<file path="config.mk">
export PLATFORM = sky130hd
export DESIGN_NAME = wall_follower_ctrl
export DESIGN_NICKNAME = d
export VERILOG_FILES = /design/src/rtl/wall_follower_ctrl.sv
export SDC_FILE = /design/constraint.sdc
export NUM_CORES = 1
export LEC_CHECK = 0
export ABC_AREA = 0
export CORE_MARGIN = 2
export CORE_UTILIZATION = 52
export DETAILED_ROUTE_END_ITERATION = 10
export PLACE_DENSITY = 0.82
export SLEW_MARGIN = 0
export SYNTH_ARGS = -nofsm -noshare
export SYNTH_HDL_FRONTEND = slang
export SYNTH_SLANG_ARGS = --single-unit
</file>
<file path="constraint.sdc">
create_clock -name clk -period 2.1 [get_ports clk]
set_clock_uncertainty 0.1 [all_clocks]
set_input_delay 0.21 -clock clk [delete_from_list [all_inputs] [get_ports clk]]
set_output_delay 0.21 -clock clk [all_outputs]
set_load 0.01 [all_outputs]
</file>
<file path="src/rtl/wall_follower_ctrl.sv">
// Wall-following drive controller: debounced head/left sensors feed a
// search/follow/rotate policy with rotation timeout, timed back-off and turn telemetry.
module wall_follower_ctrl #(
    parameter int DEB_LEN     = 4,
    parameter int ROT_LIMIT   = 16,
    parameter int BACK_CYCLES = 4,
    parameter int CNT_W       = 8
) (
    input  logic             clk,
    input  logic             rst_n,
    input  logic             en,
    input  logic             clr_count,
    input  logic             head,
    input  logic             left,
    output logic             front,
    output logic             rotate,
    output logic             back,
    output logic [1:0]       state,
    output logic             stuck,
    output logic [CNT_W-1:0] turn_count
);

    localparam int DW = (DEB_LEN > 1) ? $clog2(DEB_LEN) : 1;
    localparam int RW = $clog2(ROT_LIMIT);
    localparam int BW = (BACK_CYCLES > 1) ? $clog2(BACK_CYCLES) : 1;

    typedef enum logic [1:0] {
        SEARCH  = 2'b00,
        FOLLOW  = 2'b01,
        ROTATE  = 2'b10,
        BACKOFF = 2'b11
    } state_t;

    typedef enum logic [1:0] {
        CMD_NONE,
        CMD_FRONT,
        CMD_ROTATE,
        CMD_BACK
    } cmd_t;

    state_t         state_q, state_nxt;
    cmd_t           cmd_nxt;
    logic [RW-1:0]  rot_cnt;
    logic [BW-1:0]  bk_cnt;
    logic [1:0]     raw;
    logic [1:0]     filt;
    logic [DW-1:0]  deb_cnt [2];

    // Bit 1 is head, bit 0 is left, so filt reads directly as the {head,left} table index.
    assign raw   = {head, left};
    assign state = state_q;

    // NOTE: the two debounce counters are a tiny register array, so resetting them
    // costs nothing; large memories would normally be left out of the reset branch.
    always_ff @(posedge clk or negedge rst_n) begin
        if (!rst_n) begin
            filt <= '0;
            for (int i = 0; i < 2; i++) deb_cnt[i] <= '0;
        end else begin
            for (int i = 0; i < 2; i++) begin
                if (raw[i] == filt[i]) begin
                    deb_cnt[i] <= '0;
                end else if (deb_cnt[i] == DW'(DEB_LEN - 1)) begin
                    filt[i]    <= raw[i];
                    deb_cnt[i] <= '0;
                end else begin
                    deb_cnt[i] <= deb_cnt[i] + DW'(1);
                end
            end
        end
    end

    // NOTE: every signal driven here gets a default first, so no path can infer a latch.
    always_comb begin
        state_nxt = state_q;
        cmd_nxt   = CMD_NONE;
        unique case (state_q)
            SEARCH: begin
                case (filt)
                    2'b00:   begin state_nxt = SEARCH; cmd_nxt = CMD_FRONT;  end
                    2'b01:   begin state_nxt = FOLLOW; cmd_nxt = CMD_FRONT;  end
                    default: begin state_nxt = ROTATE; cmd_nxt = CMD_ROTATE; end
                endcase
            end
            FOLLOW: begin
                case (filt)
                    2'b01:   begin state_nxt = FOLLOW; cmd_nxt = CMD_FRONT;  end
                    2'b11:   begin state_nxt = ROTATE; cmd_nxt = CMD_ROTATE; end
                    default: begin state_nxt = SEARCH; cmd_nxt = CMD_ROTATE; end
                endcase
            end
            ROTATE: begin
                if (filt == 2'b01) begin
                    state_nxt = FOLLOW;
                    cmd_nxt   = CMD_FRONT;
                end else if (rot_cnt == RW'(ROT_LIMIT - 1)) begin
                    state_nxt = BACKOFF;
                    cmd_nxt   = CMD_BACK;
                end else begin
                    state_nxt = ROTATE;
                    cmd_nxt   = CMD_ROTATE;
                end
            end
            BACKOFF: begin
                if (bk_cnt == BW'(BACK_CYCLES - 1)) begin
                    state_nxt = SEARCH;
                    cmd_nxt   = CMD_FRONT;
                end else begin
                    state_nxt = BACKOFF;
                    cmd_nxt   = CMD_BACK;
                end
            end
            default: begin
                state_nxt = SEARCH;
                cmd_nxt   = CMD_NONE;
            end
        endcase
    end

    // NOTE: sequential state uses non-blocking assignments so every register samples
    // pre-edge values regardless of statement order.
    always_ff @(posedge clk or negedge rst_n) begin
        if (!rst_n) begin
            state_q <= SEARCH;
            rot_cnt <= '0;
            bk_cnt  <= '0;
            front   <= 1'b0;
            rotate  <= 1'b0;
            back    <= 1'b0;
            stuck   <= 1'b0;
        end else if (en) begin
            state_q <= state_nxt;
            rot_cnt <= (state_q == ROTATE  && state_nxt == ROTATE)  ? rot_cnt + RW'(1) : '0;
            bk_cnt  <= (state_q == BACKOFF && state_nxt == BACKOFF) ? bk_cnt + BW'(1)  : '0;
            front   <= (cmd_nxt == CMD_FRONT);
            rotate  <= (cmd_nxt == CMD_ROTATE);
            back    <= (cmd_nxt == CMD_BACK);
            stuck   <= (state_nxt == BACKOFF) && (state_q != BACKOFF);
        end else begin
            front  <= 1'b0;
            rotate <= 1'b0;
            back   <= 1'b0;
            stuck  <= 1'b0;
        end
    end

    // Only entries from SEARCH/FOLLOW count; the clear works even while halted.
    always_ff @(posedge clk or negedge rst_n) begin
        if (!rst_n) begin
            turn_count <= '0;
        end else if (clr_count) begin
            turn_count <= '0;
        end else if (en && (state_q == SEARCH || state_q == FOLLOW) &&
                     state_nxt == ROTATE && turn_count != '1) begin
            turn_count <= turn_count + CNT_W'(1);
        end
    end

endmodule

</file>
==> run_1/floorplan.png <==
The bar under the picture is 20 µm long. Pins as bars on the die edge. Tap cells in grey.
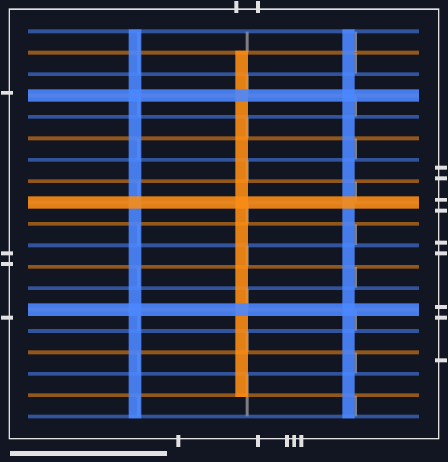
| colour | net |
|---|---|
| orange | VDD |
| blue | VSS |
met5 straps: 3
signal pins: 20
met1 rails: 19
rows: 18
tap cells: 30

==> run_1/class_map.png <==
The bar under the picture is 20 µm long.
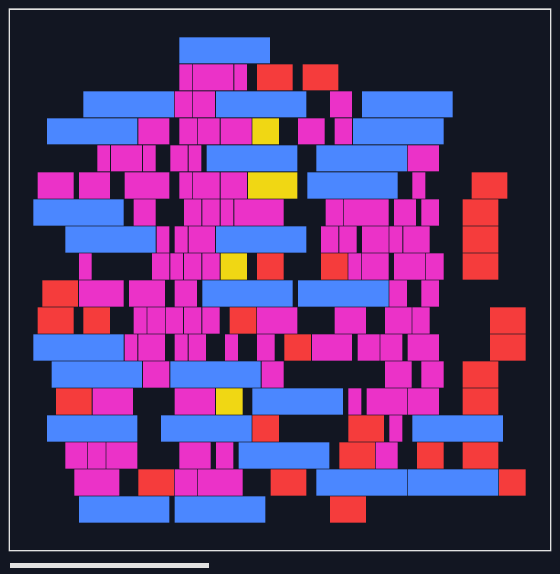
| colour | class | cells |
|---|---|---|
| yellow | clock drivers and dummy loads | 4 |
| magenta | remaining logic cells | 94 |
| blue | registers | 26 |
| red | remaining buffers and delay cells | 27 |

==> run_1/clock_wires.png <==
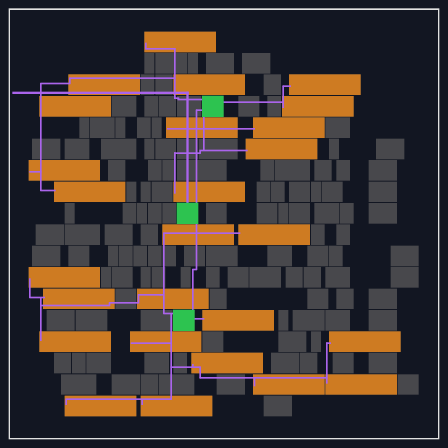
[purple] clock wires | length: 273 µm
[orange] flip-flops | count: 26
[green] clock-net drivers | count: 3
routed clock nets: 4

==> results.sh, run 1 <==
# flow metrics
export IMPL_outcome="finished clean"
export IMPL_die_w_um=54.4
export IMPL_num_rows=18
export IMPL_yosysMostFrequentCell="dfrtp_1"
export IMPL_fa_ha_area_frac=0.0474
export IMPL_place_ws_ns=0.0122
export IMPL_reg2reg_depth=4
export IMPL_setup_viol=0
export IMPL_critPathRequiredTime_ns=2.22
export IMPL_slowest_delay_ns=0.43
export IMPL_timing_rr_start="turn_count[5]"
export IMPL_period_minus_slack_ns=1.89
export IMPL_power_density_nw_per_um2=1000
export IMPL_cts_setup_buffers=0
export IMPL_routed_wl_um=2480
export IMPL_grt_pass1_vias=1028
export IMPL_worst_setup_path_type="flip-flop to flip-flop"
export IMPL_yosys_cells=126
export IMPL_crit_path_end_kind="flip-flop"
export IMPL_slew_headroom=0.783
export IMPL_final_nets=163
export IMPL_layout_top_cell="dfrtp_1"
export IMPL_finalInstanceArea_um2=1600
export IMPL_finalNonFillerCells=181
export IMPL_pwr_share_comb=0.397
export IMPL_postPlaceCellArea_um2=1560
export IMPL_hold_viol_final=0
export IMPL_drv_cap=0
export IMPL_finalWorstSetupSlack_ns=0.214
export IMPL_synth_top_flop_cell="dfrtp_1"
export IMPL_max_freq_ghz=0.530
export IMPL_cts_reportedPaths_clkPinSlew_ns=0.14
export IMPL_remaining_drc_errors=0
export IMPL_ir_worst_vdd_v=0.000735
export IMPL_p_clk_frac=0.154
export IMPL_topCombFamilyByArea="simple AND/OR/NAND/NOR gates"
export IMPL_synth_seq_share=0.493
export IMPL_synth_area_yosys_um2=1320
export IMPL_grt_pass1_wl_um=4440
export IMPL_worst_path_stages=4
export IMPL_xor_share=0.0133
export IMPL_cts_root_buf="clkbuf_4"
export IMPL_synth_top_area_share=0.493
export IMPL_dr_wl_met3_um=118
export IMPL_syn_area_um2=1320
export IMPL_path_cells="and4_1, and4_1, nor4b_1, mux2_2"
export IMPL_wl_met2_um=1300
export IMPL_openroad_warnings=26
export IMPL_chip_area_um2=2960
export IMPL_wl_per_cell_um=13.7
export IMPL_top_register="turn_count"
export IMPL_cts_max_level=1
export IMPL_utilization=0.657
export IMPL_slowest_stage="dfrtp_1"
export IMPL_grt_remaining_overflow=0
export IMPL_crit_buf_inv=0
export IMPL_avgSynthCellArea_um2=10.5
export IMPL_rr_endpoint="turn_count[5]"
export IMPL_cts_resized=0
export IMPL_clock_latency_ns=0.31
export IMPL_ant_nets=0
export IMPL_p_sw_frac=0.338
export IMPL_ys_sh_aoi=0.140
export IMPL_synth_cells=126
export IMPL_start_kind="flip-flop"
export IMPL_ios=20
export IMPL_finalPower_mw=1.60
export IMPL_area_growth_pct=21.1
export IMPL_crit_path_start="turn_count[5]"
export IMPL_die_h_um=54.4
-- run 1: layer usage --
| layer | up-vias | track usage |
|---|---|---|
| li1 | 518 | - |
| met1 | 522 | 0.254 |
| met2 | 38 | 0.367 |
| met3 | 2 | 0.0301 |
| met4 | 0 | 0.0875 |
| met5 | - | 0 |
-- run 1: power groups by stage --
stage               combinational, mW  sequential (mW)  clock (mW)
finish                          0.637            0.720       0.248
global route                    0.723            0.736       0.274
CTS                             0.639            0.721       0.256
detailed placement              0.638            0.732           0
global placement                0.617            0.722           0
floorplan                       0.423            0.733           0
-- run 1: area by class of cell --
cell class | count | area, µm²
clock buffers | 4 | 36.3
fillers | 203 | 833
inverters | 5 | 18.8
multi-input cells | 89 | 606
flip-flops and latches | 26 | 651
well taps | 30 | 37.5
repair buffers | 27 | 250
## Run 2: what changed since run 1
CTS_CLUSTER_SIZE = 12   (was default)
==> run_2/clock_wires.png <==
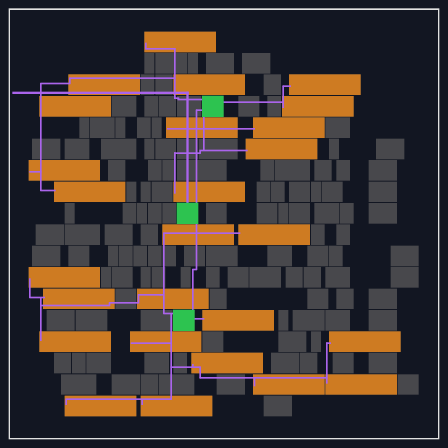
[purple] clock wires | length: 273 µm
[orange] flip-flops | count: 26
[green] clock-net drivers | count: 3
routed clock nets: 4

==> run 2 against run 1 <==
Effect of this change: clock power hardly changed; sequential share of layout area unchanged; design area did not move; utilization unchanged; maximum frequency unchanged; hold slack unchanged; routed wire length did not move; clock-buffer cell count stayed put; register-to-register slack about the same; power is the same; worst setup slack did not move; critical endpoint unchanged.
==> results.sh, run 2 <==
# flow metrics
export IMPL_edf_count=0
export IMPL_die_h_um=54.4
export IMPL_grt_max_degree=27
export IMPL_clock_latency_ns=0.31
export IMPL_power_density_nw_per_um2=1000
export IMPL_yosysMostFrequentCell="dfrtp_1"
export IMPL_place_ws_ns=0.0122
export IMPL_openroad_warnings=26
export IMPL_finalWorstSetupSlack_ns=0.214
export IMPL_final_nets=163
export IMPL_postPlaceCellArea_um2=1560
export IMPL_portBuffers=19
export IMPL_leakagePower_nw=0.690
export IMPL_slew_headroom=0.783
export IMPL_start_kind="flip-flop"
export IMPL_cts_resized=0
export IMPL_chip_area_um2=2960
export IMPL_synth_top_flop_cell="dfrtp_1"
export IMPL_timing_rr_start="turn_count[5]"
export IMPL_crit_buf_inv=0
export IMPL_cts_buffers=3
export IMPL_worstPathArrival_ns=2.01
export IMPL_pwr_share_comb=0.397
export IMPL_p_sw_frac=0.338
export IMPL_rsz0062_at_grt="false"
export IMPL_finalInstanceArea_um2=1600
export IMPL_outcome="finished clean"
export IMPL_worst_path_most_repeated_cell="and4_1"
export IMPL_cts_setup_buffers=0
export IMPL_layout_top_cell="dfrtp_1"
export IMPL_seq_power_mw=0.720
export IMPL_hold_class="primary input to asynchronous set/reset pin"
export IMPL_synth_top_area_share=0.493
export IMPL_synth_area_yosys_um2=1320
export IMPL_lay_top_cells="26 x dfrtp_1, 19 x clkdlybuf4s50_1, 9 x nand2_1, 8 x o21ai_0, 8 x buf_4"
export IMPL_p_int_mw=1.06
export IMPL_p_seq_frac=0.448
export IMPL_simple_gate_share=0.200
export IMPL_grt_pass1_vias=1028
export IMPL_switchingPower_mw=0.542
export IMPL_p_comb_mw=0.637
export IMPL_vias=1080
export IMPL_crit_fanout=7
export IMPL_p_clk_mw=0.248
export IMPL_topCombFamilyByArea="simple AND/OR/NAND/NOR gates"
export IMPL_utilization=0.657
export IMPL_synth_cells=126
export IMPL_dpl_hpwl_um=1910
export IMPL_worst_pin_slew_ns=0.325
export IMPL_rr_endpoint="turn_count[5]"
export IMPL_firstDrtPassIters=4
export IMPL_num_rows=18
export IMPL_synthTopCellsByArea="dfrtp_1 49%, ha_1 4.7%, mux2_2 4.3%"
export IMPL_grt_remaining_overflow=0
export IMPL_p_clk_frac=0.154
export IMPL_postSynthRegisterBits=26
export IMPL_setup_viol=0
export IMPL_fa_ha_area_frac=0.0474
export IMPL_max_freq_ghz=0.530
export IMPL_area_growth_pct=21.1
export IMPL_ir_worst_vdd_v=0.000735
export IMPL_synth_seq_share=0.493
export IMPL_die_w_um=54.4
export IMPL_synth_nets=137
export IMPL_ios=20
export IMPL_holdBufCountCts=0
export IMPL_syn_area_um2=1320
export IMPL_crit_path_start="turn_count[5]"
export IMPL_period_minus_slack_ns=1.89
export IMPL_slowest_delay_ns=0.43
export IMPL_ys_sh_aoi=0.140
export IMPL_finalNonFillerCells=181
export IMPL_drv_cap=0
export IMPL_xor_share=0.0133
export IMPL_path_cells="and4_1, and4_1, nor4b_1, mux2_2"
export IMPL_synth_cell_types=36
export IMPL_remaining_drc_errors=0
export IMPL_diodes=0
export IMPL_avgSynthCellArea_um2=10.5
export IMPL_largest_reg_flops=8
export IMPL_slew_viol_final=0
export IMPL_clk_path_buf_depth=2
export IMPL_ant_nets=0
export IMPL_wl_per_cell_um=13.7
export IMPL_yosys_cells=126
export IMPL_cts_reportedPaths_clkPinSlew_ns=0.14
export IMPL_dp_cells=177
export IMPL_holdWs_ns=0.134
export IMPL_mux_area_frac=0.0578
export IMPL_gp_congestion=0.864
export IMPL_hold_viol_final=0
export IMPL_r2r_setup_slack_ns=0.21
export IMPL_cts_root_buf="clkbuf_4"
export IMPL_setup_tns_ns=0
export IMPL_top_register="turn_count"
export IMPL_crit_path_end_kind="flip-flop"
export IMPL_finalPower_mw=1.60
export IMPL_routed_wl_um=2480
export IMPL_drt_iter0_markers=22
export IMPL_slowest_stage="dfrtp_1"
export IMPL_viasPerCell=5.97
export IMPL_worst_setup_path_type="flip-flop to flip-flop"
export IMPL_maxPowerGroup="registers"
export IMPL_top_area_cell="dfrtp_1"
export IMPL_common_cells="26 x dfrtp_1, 9 x nand2_1, 8 x o21ai_0"
export IMPL_synth_async_reset_ratio=1.00
export IMPL_grt_pass1_wl_um=4440
export IMPL_antenna_found_initial=0
export IMPL_reg2reg_depth=4
export IMPL_drive_gt1_frac=0.126
export IMPL_critPathRequiredTime_ns=2.22
export IMPL_cts_max_level=1
==> run 2: layer usage <==
metal	global-route usage	routed length (µm)	vias up
met5	0	0	-
met4	0.0875	14	0
met3	0.0301	118	2
met2	0.367	1300	38
met1	0.254	1040	522
li1	-	-	518
==> run 2: how the worst max path moves through the flow <==
stage,depth (start not counted),endpoint,slack (ns)
detailed placement,5,turn_count[5],0.01
floorplan,6,turn_count[5],0.08
CTS,4,turn_count[5],0.22
global route,4,turn_count[5],0.09
global placement,5,turn_count[5],0.05
finish,4,turn_count[5],0.21
==> run 2: layout make-up <==
type,count,area (µm²)
clock buffer,4,36.3
inverter,5,18.8
fill,203,833
multi-input combinational,89,606
timing repair buffer,27,250
tap,30,37.5
sequential,26,651
Power and IR drop assume default switching activity.
